File: config.mk
export PLATFORM = sky130hd
export DESIGN_NAME = food_spawner
export DESIGN_NICKNAME = d
export VERILOG_FILES = /design/src/rtl/snake_pkg.sv /design/src/rtl/food_lfsr.sv /design/src/rtl/food_spawner.sv
export SDC_FILE = /design/constraint.sdc
export NUM_CORES = 1
export LEC_CHECK = 0
export ABC_CLOCK_PERIOD_IN_PS = 4200
export CAP_MARGIN = 5
export CORE_AREA = 2 2 610 612
export CTS_CLUSTER_SIZE = 30
export DETAILED_ROUTE_END_ITERATION = 7
export DIE_AREA = 0 0 612 614
export HOLD_SLACK_MARGIN = 0.12
export PLACE_DENSITY_LB_ADDON = 0.1
export SYNTH_ARGS = -nofsm -noshare
export SYNTH_HDL_FRONTEND = slang
export SYNTH_SLANG_ARGS = --single-unit
File: constraint.sdc
create_clock -name clk -period 4.2 [get_ports clk]
set_clock_uncertainty 0.15 [all_clocks]
set_input_delay 0.42 -clock clk [delete_from_list [all_inputs] [get_ports clk]]
set_output_delay 0.42 -clock clk [all_outputs]
set_load 0.01 [all_outputs]
File: src/rtl/snake_pkg.sv
// rtl/snake_pkg.sv - shared snake geometry, direction codes, food FSM states and wall check
package snake_pkg;

   localparam int GRID_W  = 40;
   localparam int GRID_H  = 30;
   localparam int XW      = $clog2(GRID_W);
   localparam int YW      = $clog2(GRID_H);
   localparam int MAX_LEN = 64;

   typedef enum logic [1:0] {
      UP    = 2'd0,
      RIGHT = 2'd1,
      DOWN  = 2'd2,
      LEFT  = 2'd3
   } dir_t;

   typedef enum logic [1:0] {
      ST_IDLE   = 2'd0,
      ST_DRAW   = 2'd1,
      ST_SCAN   = 2'd2,
      ST_COMMIT = 2'd3
   } food_state_t;

   // Same rule the engine uses for a crash: the outer ring of cells is wall.
   function automatic logic in_playfield(input logic [XW-1:0] x, input logic [YW-1:0] y);
      return (x >= XW'(1)) && (x <= XW'(GRID_W - 2)) &&
             (y >= YW'(1)) && (y <= YW'(GRID_H - 2));
   endfunction

endpackage

File: src/rtl/food_lfsr.sv
// rtl/food_lfsr.sv - free-running 16-bit Galois LFSR (mask 16'hB400) reloaded with SEED on reset
module food_lfsr #(
   parameter logic [15:0] SEED = 16'hACE1
) (
   input  logic        clk,
   input  logic        rst,
   output logic [15:0] lfsr
);

   localparam logic [15:0] MASK = 16'hB400;

   logic [15:0] lfsr_q;
   logic [15:0] lfsr_d;

   // right-shifting Galois step: feedback bit is the bit shifted out
   always_comb begin
      lfsr_d = {1'b0, lfsr_q[15:1]};
      if (lfsr_q[0]) begin
         lfsr_d = lfsr_d ^ MASK;
      end
   end

   // state register; advances every cycle outside reset
   always_ff @(posedge clk) begin
      if (rst) begin
         lfsr_q <= SEED;
      end else begin
         lfsr_q <= lfsr_d;
      end
   end

   assign lfsr = lfsr_q;

endmodule

File: src/rtl/food_spawner.sv
// rtl/food_spawner.sv - apple placer: draws LFSR cells, rejects walls and bodies, commits a free cell (FOOD_TIMEOUT_EN adds apple relocation after idle ticks)
module food_spawner
   import snake_pkg::*;
#(
   parameter int          MAX_TRIES     = 255,
   parameter logic [15:0] SEED          = 16'hACE1,
   parameter int          TIMEOUT_TICKS = 100
) (
   input  logic                  clk,
   input  logic                  rst,
   input  logic                  consume_i,
   input  logic                  game_over,
   input  logic                  game_tick,
   input  logic [XW*MAX_LEN-1:0] body1_x_flat,
   input  logic [XW*MAX_LEN-1:0] body1_y_flat,
   input  logic [XW*MAX_LEN-1:0] body2_x_flat,
   input  logic [XW*MAX_LEN-1:0] body2_y_flat,
   input  logic [15:0]           len_1,
   input  logic [15:0]           len_2,
   output logic [XW-1:0]         food_x,
   output logic [YW-1:0]         food_y,
   output logic                  food_valid,
   output logic                  busy,
   output logic                  place_err
);

   localparam int TW = $clog2(MAX_TRIES + 1);
   localparam int SW = $clog2(MAX_LEN);

   food_state_t   state_q, state_d;
   logic [XW-1:0] food_x_q, food_x_d, cand_x_q, cand_x_d, draw_x;
   logic [YW-1:0] food_y_q, food_y_d, cand_y_q, cand_y_d, draw_y;
   logic          food_valid_q, food_valid_d;
   logic          busy_q, busy_d;
   logic          place_err_q, place_err_d;
   logic          have_cand_q, have_cand_d;
   logic          fallback_q, fallback_d;
   logic [TW-1:0] try_cnt_q, try_cnt_d, try_inc;
   logic [SW-1:0] seg_q, seg_d;
   logic [15:0]   lfsr;
   logic          draw_ok, hit1, hit2, hit, start, timeout_hit;
   logic          unused_lfsr;

   food_lfsr #(.SEED(SEED)) u_lfsr (
      .clk  (clk),
      .rst  (rst),
      .lfsr (lfsr)
   );

   assign draw_x      = XW'(lfsr[5:0]);
   assign draw_y      = YW'(lfsr[12:8]);
   assign draw_ok     = in_playfield(draw_x, draw_y);
   assign try_inc     = try_cnt_q + TW'(1);
   assign unused_lfsr = ^{lfsr[15:13], lfsr[7:6]};

   // bodies are looked at live, one segment index per cycle
   assign hit1 = (16'(seg_q) < len_1) &&
                 (body1_x_flat[XW*int'(seg_q) +: XW] == cand_x_q) &&
                 (body1_y_flat[XW*int'(seg_q) +: XW] == XW'(cand_y_q));
   assign hit2 = (16'(seg_q) < len_2) &&
                 (body2_x_flat[XW*int'(seg_q) +: XW] == cand_x_q) &&
                 (body2_y_flat[XW*int'(seg_q) +: XW] == XW'(cand_y_q));
   assign hit  = hit1 || hit2;

   assign start = (state_q == ST_IDLE) && !game_over && (consume_i || timeout_hit);

`ifdef FOOD_TIMEOUT_EN
   logic [7:0] age_q, age_d;
   logic       age_en;

   assign age_en      = (state_q == ST_IDLE) && food_valid_q && !game_over;
   assign timeout_hit = age_en && game_tick && (age_q == 8'(TIMEOUT_TICKS - 1));

   // apple age in game ticks; restarts with every search
   always_comb begin
      age_d = age_q;
      if (start) begin
         age_d = '0;
      end else if (age_en && game_tick) begin
         age_d = age_q + 8'd1;
      end
   end

   // age register
   always_ff @(posedge clk) begin
      if (rst) begin
         age_q <= '0;
      end else begin
         age_q <= age_d;
      end
   end
`else
   logic unused_tick;

   assign timeout_hit = 1'b0;
   assign unused_tick = game_tick ^ (TIMEOUT_TICKS != 0);
`endif

   // search FSM: next state and all registered outputs
   always_comb begin
      state_d      = state_q;
      food_x_d     = food_x_q;
      food_y_d     = food_y_q;
      food_valid_d = food_valid_q;
      busy_d       = busy_q;
      place_err_d  = place_err_q;
      cand_x_d     = cand_x_q;
      cand_y_d     = cand_y_q;
      have_cand_d  = have_cand_q;
      fallback_d   = fallback_q;
      try_cnt_d    = try_cnt_q;
      seg_d        = seg_q;
      case (state_q)
         ST_IDLE: begin
            if (start) begin
               // (0,0) is wall, so no live head can collide with the hidden apple
               state_d      = ST_DRAW;
               food_valid_d = 1'b0;
               busy_d       = 1'b1;
               food_x_d     = '0;
               food_y_d     = '0;
               try_cnt_d    = '0;
               have_cand_d  = 1'b0;
               fallback_d   = 1'b0;
            end
         end
         ST_DRAW: begin
            try_cnt_d = try_inc;
            if (draw_ok) begin
               cand_x_d    = draw_x;
               cand_y_d    = draw_y;
               have_cand_d = 1'b1;
               seg_d       = '0;
               state_d     = ST_SCAN;
            end else if (try_inc == TW'(MAX_TRIES)) begin
               fallback_d = 1'b1;
               state_d    = ST_COMMIT;
               if (!have_cand_q) begin
                  cand_x_d = XW'(1);
                  cand_y_d = YW'(1);
               end
            end
         end
         ST_SCAN: begin
            if (hit) begin
               if (try_cnt_q == TW'(MAX_TRIES)) begin
                  fallback_d = 1'b1;
                  state_d    = ST_COMMIT;
               end else begin
                  state_d = ST_DRAW;
               end
            end else if (seg_q == SW'(MAX_LEN - 1)) begin
               state_d = ST_COMMIT;
            end else begin
               seg_d = seg_q + SW'(1);
            end
         end
         ST_COMMIT: begin
            food_x_d     = cand_x_q;
            food_y_d     = cand_y_q;
            food_valid_d = 1'b1;
            busy_d       = 1'b0;
            place_err_d  = place_err_q | fallback_q;
            state_d      = ST_IDLE;
         end
         default: begin
            state_d = ST_IDLE;
         end
      endcase
   end

   // state and output registers; reset abandons any search immediately
   always_ff @(posedge clk) begin
      if (rst) begin
         state_q      <= ST_IDLE;
         food_x_q     <= XW'(GRID_W / 2);
         food_y_q     <= YW'(GRID_H / 2);
         food_valid_q <= 1'b1;
         busy_q       <= 1'b0;
         place_err_q  <= 1'b0;
         cand_x_q     <= '0;
         cand_y_q     <= '0;
         have_cand_q  <= 1'b0;
         fallback_q   <= 1'b0;
         try_cnt_q    <= '0;
         seg_q        <= '0;
      end else begin
         state_q      <= state_d;
         food_x_q     <= food_x_d;
         food_y_q     <= food_y_d;
         food_valid_q <= food_valid_d;
         busy_q       <= busy_d;
         place_err_q  <= place_err_d;
         cand_x_q     <= cand_x_d;
         cand_y_q     <= cand_y_d;
         have_cand_q  <= have_cand_d;
         fallback_q   <= fallback_d;
         try_cnt_q    <= try_cnt_d;
         seg_q        <= seg_d;
      end
   end

   assign food_x     = food_x_q;
   assign food_y     = food_y_q;
   assign food_valid = food_valid_q;
   assign busy       = busy_q;
   assign place_err  = place_err_q;

endmodule

### Sequential cells coloured by netlist name, run 1

Scale bar: 200 um. Other sequential cells in the stronger grey, the rest of the logic in the fainter grey.
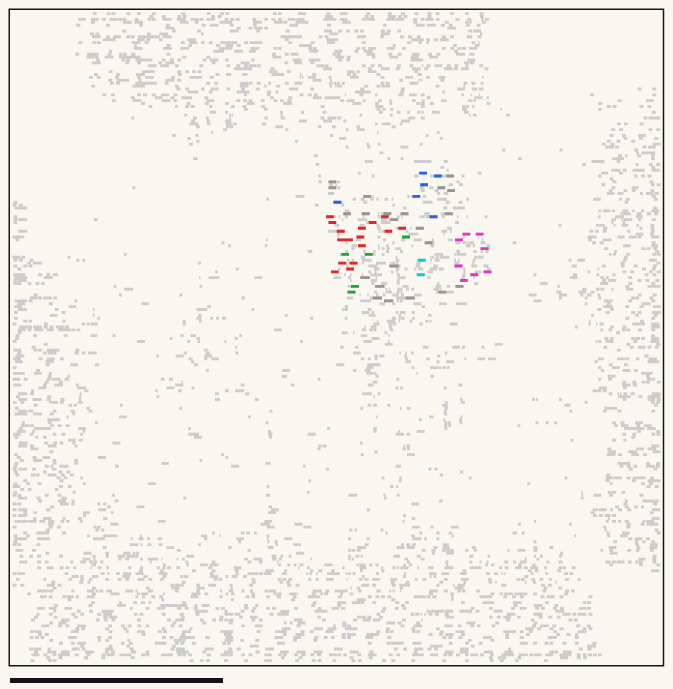
cand_y_q: shown in green, placed flops 5. try_cnt_q: shown in magenta, placed flops 8. food_x: shown in blue, placed flops 6. state_q: shown in cyan, placed flops 2. u_lfsr.lfsr: shown in red, placed flops 16.

### PDN straps and rails, run 1

Scale bar: 200 um. Pins as bars on the die edge. Tap cells in grey.
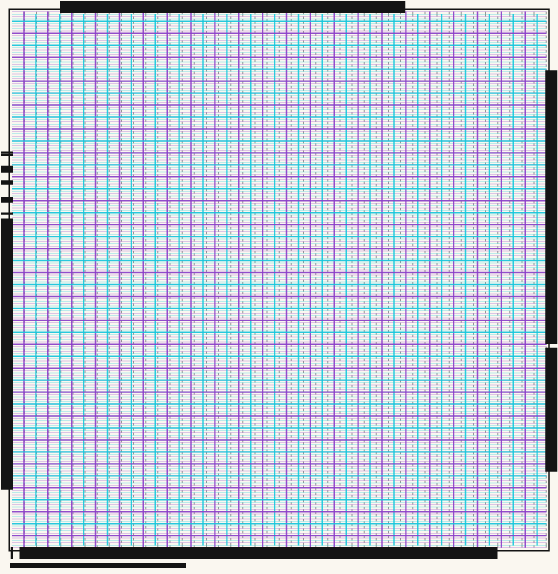
VSS: shown in purple. VDD: shown in cyan.
The core has 224 rows. 44 straps on met5. 1,587 signal pins sit on the boundary. 44 straps on met4.

### Cell area per tile, run 1

Scale bar: 200 um. 31 x 31 tiles, from white (low) to dark blue (high), 0 to 100% covered.
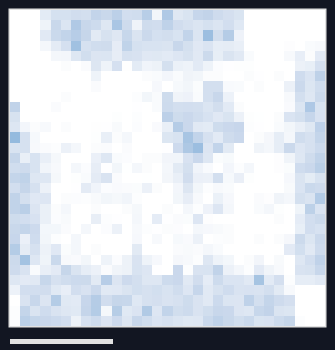
The mean over all tiles is 9.8%. 37% of the tiles are nearly empty. The fullest tile reaches 41%. The emptiest ninth of the die: upper right.

### Port wiring, run 1

Scale bar: 200 um.
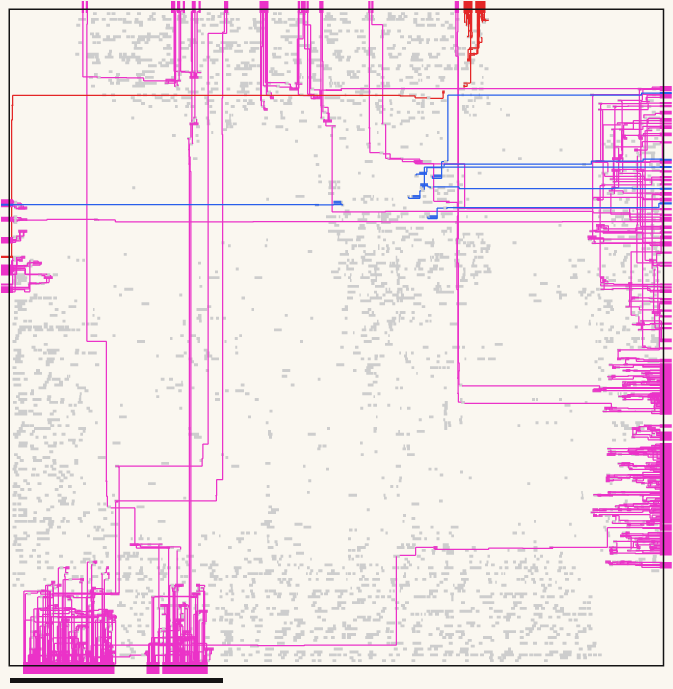
len_2: shown in red, bits 16, direction input, edge 15 top, 1 left, end cells 9, buffers 16, wire 996 um. food_x: shown in blue, bits 6, direction output, edge 5 right, 1 left, end cells 6, buffers 6, wire 1,580 um. body2_y_flat: shown in magenta, bits 384, direction input, edge 182 right, 148 bottom, 31 top, 23 left, end cells 135, buffers 386, wire 26.5 mm.

## run 1: per-layer routing
layer	vias to the layer above	GRT usage (%)	share of wire (%)
met5	-	0	0.070
met4	28	1.54	1.1
met3	139	2.48	5.2
met2	879	25.1	54
met1	11400	15.2	40
li1	10100	-	-
## run 1: registers in the layout, indices dropped and copies added, names as in the netlist
| signal | cells |
|---|---|
| cand_y_q | 5 |
| cand_x_q | 6 |
| try_cnt_q | 8 |
| have_cand_q | 1 |
| food_x | 6 |
| seg_q | 6 |
| busy | 1 |
| state_q | 2 |
| food_y | 5 |
| place_err | 1 |
| u_lfsr.lfsr | 16 |
| fallback_q | 1 |
| food_valid | 1 |
## run 1: metrics by stage
stage / cells / total power [mW]
floorplan: 1515 / 2.36
global placement: 8341 / 5.64
detailed placement: 8342 / 5.63
CTS: 8381 / 6.56
global route: 8394 / 6.75
finish: 8405 / 6.32
## run 1: what timing repair did
item / CTS / global route
hold buffers: 0 / 0
setup buffers: 20 / 3
pin swaps: 16 / 7
setup endpoints to repair: 9 / 9
resized: 80 / 13
cloned: 3 / 0
## run 1: cell families (layout without fill, tap and decap cells)
group,Yosys count,after routing
buffers and inverters,206,2102
AND-OR/OR-AND,323,323
flip-flops,59,59
AND/OR/NAND/NOR,300,301
adder cells (fa/ha/maj),17,17
XOR/XNOR,36,36
other,0,21
multiplexers,574,574
## run 1: cell type report
type | count | share of cell area [%]
clock inverters | 7 | 0.131
well taps | 4972 | 14.5
clock buffers | 9 | 0.524
diodes | 21 | 0.122
flip-flops and latches | 59 | 2.80
repair buffers | 2058 | 48.3
multi-input cells | 1251 | 33.4
inverters | 28 | 0.256
==> notes.md, run 1 <==
After detailed routing, the total wire length is 257,000 um. The transition time at the pin with the least slew margin is 1.06 ns, and the register bit total from synthesis is 59. The worst hold slack after final layout is 0.262 ns. Ranked by power, first place goes to combinational cells.

In this run the standard cell core region covers 370,000 um2. The top achievable clock speed is 226 MHz, and the number of synthesized flops with an enable pin is 0. The run gives 89 as the number of antenna violations at the first check in global routing. The type of the worst setup path was flip-flop to flip-flop.

Most popular library cell in the synthesized design by count: sky130_fd_sc_hd__mux4_2. The overall chip area was 376,000 um2. The main area contributors are sky130_fd_sc_hd__mux4_2 (40%), sky130_fd_sc_hd__mux2i_1 (17%), sky130_fd_sc_hd__dfxtp_1 (7.3%). Per STA, the highest per-stage delay on the worst path measures 0.55 ns. The synthesis log from Yosys contains 0 warnings. Summed over all combinational cells, the power is 4.90 mW. Launch point of the critical path: seg_q[0]$_SDFFE_PP0P_. With the post-layout period usage of the worst path at 105%, the share of total power in sequential cells is 11.0%. For the maximum level of the CTS H-tree, the log shows 3. The buffers plus inverters on the worst setup path was 6. Setup repair after global routing could not meet its margin everywhere. The normalized max-slew margin was 28.5%. The switching part of the total came out at 39.8%. Per the CTS log, the root buffer master is sky130_fd_sc_hd__clkbuf_16. The run gives 25.1k for the number of global-route vias before repair. The proportion of power drawn by combinational gates was 77.5%; the multiplexer fraction of the synthesized cell area was 57.7%.

The tally of max-capacitance violations is 0, and the number of buffer cells added on primary ports is 1,585. For the number of buffers created by CTS, the log shows 9. Of all cell types, the one taking the most synthesized area is sky130_fd_sc_hd__mux4_2. For the worst endpoint required time, the log shows 4.33 ns. For the clock group, total power comes out at 727 uW. The share of the Yosys chip area taken by registers is 7.29%. In the final routed layout, each cell accounts on average for 30.6 um. The area fraction in compound gates is 14.5%, and the tally of nets with antenna violations remaining after routing is 0. The number of pins exceeding their max-slew limit in the final report came out at 0. With the global-route total usage across every layer at 13.1%, the post-synthesis share of cell area spent on xor and xnor gates is 1.95%.

For the final setup slack of the worst path, the log shows -0.227 ns. The tools report the cell internal power dissipation as 3.81 mW. Launch instance of the worst min-delay path: u_lfsr.lfsr[7]$_SDFF_PP1_.

Power density over the cells: 147 nW/um2. TritonCTS built the clock tree. The run gives 10.7 um2 for the average footprint of a synthesized cell. The largest fanout on the critical path was 8. The worst hold path cell count came out at 1. The routed layout has 22.6k vias.

The final reports fail on negative setup slack. Switching power: 2.51 mW. Most frequently placed logic cell in the final layout: sky130_fd_sc_hd__clkdlybuf4s50_1. According to the I/O placement log, the pin count is 1,587. The flip-flop and latch power is 697 uW.

The flow ran to the end, but the final reports show violations. The largest delay contributor family on the critical path is multiplexers. Logic depth of the worst register-to-register path: 16.

For the number of endpoints failing setup at the final stage, the log shows 9. The report lists the cells along the critical path as buf_12 -> buf_16 -> buf_16 -> mux4_2 -> mux4_2 -> mux2i_4 -> buf_6 -> xor2_1 -> buf_4 -> nand4_1 -> a2111oi_4 -> and4b_4 -> nor3_4 -> buf_4 -> o221ai_2 -> o211a_1. In the final timing run, aggregate negative setup slack is -1.62 ns.

With the floorplan die height at 614 um, the clock network fraction of total power is 11.5%. Per the final layout report, the fraction of cells sized above drive strength 1 comes to 26.3%. The number of nets handed over by synthesis was 3,105. The worst setup path is launched from a flip-flop. The combinational family with the most area after synthesis is multiplexers. The sequential cells in the finished layout cover a total of 1200 um2.

On the critical path the data arrives at 4.56 ns. The leakage power in the latest report is 13.5 nW.
--- run 2 (diff from run 1) ---
RECOVER_POWER = 25   (was unset)
### PDN straps and rails, run 2

Scale bar: 200 um. Pins as bars on the die edge. Tap cells in grey.
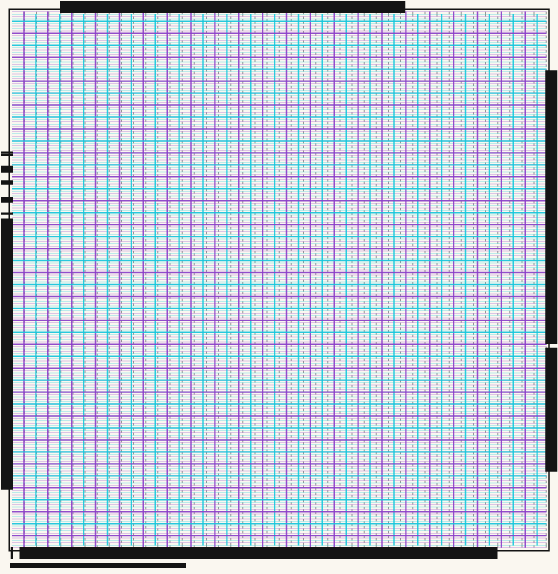
VSS: shown in purple. VDD: shown in cyan.
4,972 tap cells. 44 straps on met5. 44 straps on met4.

### Cell area per tile, run 2

Scale bar: 200 um. 31 x 31 tiles, from white (low) to dark blue (high), 0 to 100% covered.
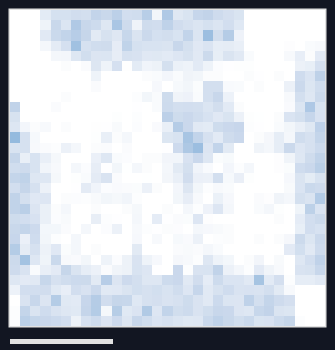
area of the placeable core: 370,000 um2
initial standard-cell utilization of the core: 4.37%

### Cell outlines without signal wires, run 2

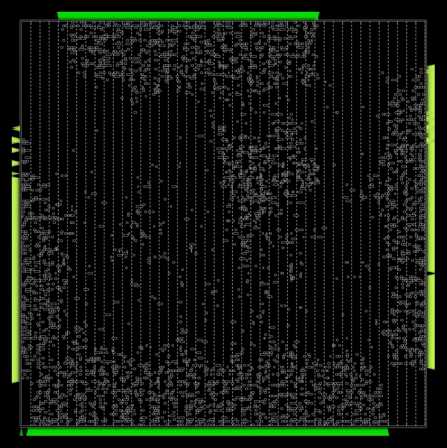
Util after Layout: 11.6%
count of sequential standard cells: 59

==> run 2 against run 1 <==
The run still ends with negative setup slack left. Clock power is essentially flat. Largest power group unchanged. Worst hold slack is the same. Non-clock buffer count is the same. Final cell count is the same. Combinational power is essentially flat. Worst setup slack is the same. Wire length is the same. Critical path type unchanged. Register-to-register slack is essentially flat. Critical endpoint unchanged.
==> notes.md, run 2 <==
In the final layout, flip-flops and latches take up 2.80% of the cell area. For the total DRC errors in the routed layout, the log shows 0. The most common logic cells in the final layout are sky130_fd_sc_hd__clkdlybuf4s50_1 (1,584), sky130_fd_sc_hd__buf_4 (361), sky130_fd_sc_hd__mux4_2 (287). The run gives 3.81 mW for the cell internal power dissipation.

The post-layout period usage of the worst path was 105%; the number of vias in the routed layout was 22.6k. The cell sitting at the root of the clock tree is a sky130_fd_sc_hd__clkbuf_16. The type of the worst setup path is flip-flop to flip-flop. Summing all flip-flop and latch instances after layout gives 1200 um2.

Logic depth of the worst register-to-register path: 16. STA lists the startpoint of the worst register-to-register path as seg_q[0]$_SDFFE_PP0P_. The worst-case max-slew headroom was logged as 28.5%. STA on the placed design reports a worst setup slack of -1.41 ns. Once the clock tree was built, the setup fixing pass inserted 20 buffers.

The capturing element type of the critical path is a flip-flop. In this run the deepest clock path goes through 2 buffers. Traced cell by cell, the critical path runs through buf_12 -> buf_16 -> buf_16 -> mux4_2 -> mux4_2 -> mux2i_4 -> buf_6 -> xor2_1 -> buf_4 -> nand4_1 -> a2111oi_4 -> and4b_4 -> nor3_4 -> buf_4 -> o221ai_2 -> o211a_1. The die is 614 um tall. The number of buffers added to fix hold violations after cts is 0. The largest cell class by area is buffers.

The run finished, with violations left. The average footprint of a synthesized cell came out at 10.7 um2. The number of distinct library cells after synthesis is 76.

The leakage component of the power was reported as 13.5 nW. Per the summary, power density relative to cell area is 147 nW/um2. With the proportion of cell area occupied by multi-input gates at 33.4%, the maximum level of the CTS H-tree is 3. Switching power: 2.51 mW.

Based on the critical path, the design can be clocked at up to 226 MHz. The power report attributes to the sequential group a share of 11.0%. The flip-flop count of the largest register, all copies and words added is 16. The clock network takes up 0.655% of total cell area after layout.

The clock network accounts for 11.5% of the total power. Clock tree synthesis inserted a total of 9 buffers. The post-synthesis chip area from yosys was 16,200 um2; the proportion of power drawn by combinational gates was 77.5%. Pin placement for this block handled 1,587 I/O pins. TritonCTS built the clock tree. The clock buffers instantiated in the layout total 9. The number of signal-net inverters in the final layout is 28, and the number of endpoints failing setup at the final stage is 9.

The overall chip area is 376,000 um2, and the worst endpoint required time is 4.33 ns. Net switching is 39.8% of the power. The aggregate routed wire length came out at 257,000 um. The run gives 48.3% for the area share of buffers outside the clock network. The routed design could run at a clock period as short as 4.43 ns. Clock network power for this build is 727 uW.

Largest delay contributor family on the critical path: multiplexers. Max-slew check failures listed in the final report amount to 0. Together, buffers and inverters on the worst path number 6. In the layout the tool counted multi-input logic cells amounting to 1,251. The share of the yosys chip area belonging to registers was 7.29%; the arrival time of data at the critical path endpoint was 4.56 ns. The worst setup path is launched from a flip-flop.

The launch point of the critical path is seg_q[0]$_SDFFE_PP0P_. In the synthesized netlist, the number of instances is 1,515. The tools report the number of antenna violations at the first check in global routing as 89. In the final layout, excluding clock buffers the buffer count is 2,058. Yosys printed 0 warnings.

The repair_antennas step left the layout with diodes totalling 21. The detailed-route wire length per cell works out to 30.6 um. Across the run, the number of max-cap violations was 0. For the pin with the worst max-slew slack, the measured transition is 1.06 ns.

Setup repair after global routing could not meet its margin everywhere. The number of synthesized flops with an enable pin is 0. For reference, the top cells by area after synthesis are sky130_fd_sc_hd__mux4_2 (40%), sky130_fd_sc_hd__mux2i_1 (17%), sky130_fd_sc_hd__dfxtp_1 (7.3%).

Global routing consumed, over all layers together, 13.1% of the routing resources. The cell type that accounts for the most area after synthesis is sky130_fd_sc_hd__mux4_2. Combinational-cell power consumption: 4.90 mW.

According to the tapcell log, the count of inserted taps is 4,972. The synthesized net count came out at 3,105. The leading power group is combinational cells.

Yosys instantiated no cell more often than sky130_fd_sc_hd__mux4_2. Among logic cells in the layout, the one with the most instances is sky130_fd_sc_hd__clkdlybuf4s50_1. The largest fanout on the critical path works out to 8. The checks that failed: negative setup slack.

Setup slack on the worst reg-to-reg path comes out at -0.23 ns. The total of cells resized after clock tree synthesis came out at 80. The placement report lists the number of port buffers as 1,585. The run gives 6.32 mW as the total power.

Once detail routing completed, the nets flagged for antenna violations numbered 0. The run gives 697 uW for the flip-flop and latch power. The stage delay of the slowest cell on the critical path came out at 0.55 ns. In this run, synthesis produced a sequential element count of 59.

Counting buffers and inverters, the worst setup path is 16 cells deep. OpenSTA lists the critical path endpoint as seg_q[2]$_SDFFE_PP0P_. For the final setup slack of the worst path, the log shows -0.227 ns.
## run 2: how the worst min path moves through the flow
stage,end,from,depth (start not counted),slack [ns]
after floorplan,u_lfsr.lfsr[5]$_SDFF_PP1_,u_lfsr.lfsr[6]$_SDFF_PP1_,1,0.24
after global placement,u_lfsr.lfsr[6]$_SDFF_PP1_,u_lfsr.lfsr[7]$_SDFF_PP1_,1,0.26
after detailed placement,u_lfsr.lfsr[6]$_SDFF_PP1_,u_lfsr.lfsr[7]$_SDFF_PP1_,1,0.25
after CTS,u_lfsr.lfsr[6]$_SDFF_PP1_,u_lfsr.lfsr[7]$_SDFF_PP1_,1,0.27
after global routing,u_lfsr.lfsr[6]$_SDFF_PP1_,u_lfsr.lfsr[7]$_SDFF_PP1_,1,0.27
final,u_lfsr.lfsr[6]$_SDFF_PP1_,u_lfsr.lfsr[7]$_SDFF_PP1_,1,0.26
## run 2: per-stage QoR
step,cells,hold slack (ns),TNS [ns]
global route,8394,0.274,-2.98
global placement,8341,0.258,-14.46
floorplan,1515,0.239,0
finish,8405,0.262,-1.62
detailed placement,8342,0.251,-11.72
CTS,8381,0.266,-2.20
## run 2: cells by family after synthesis
family	Yosys count	synth area share [%]
XOR/XNOR	36	1.95
AND-OR/OR-AND	323	14.5
AND/OR/NAND/NOR	300	9.50
adder cells (fa/ha/maj)	17	1.31
buffers and inverters	206	7.72
multiplexers	574	57.7
flip-flops	59	7.29
## run 2: layer usage
metal | vias to the layer above | share of wire (%) | global-route usage, %
met5 | - | 0.070 | 0
met4 | 28 | 1.1 | 1.54
met3 | 139 | 5.2 | 2.48
met2 | 879 | 54 | 25.1
met1 | 11400 | 40 | 15.2
li1 | 10100 | - | -
Power figures rest on the tool's default switching activity, not on a simulated workload.
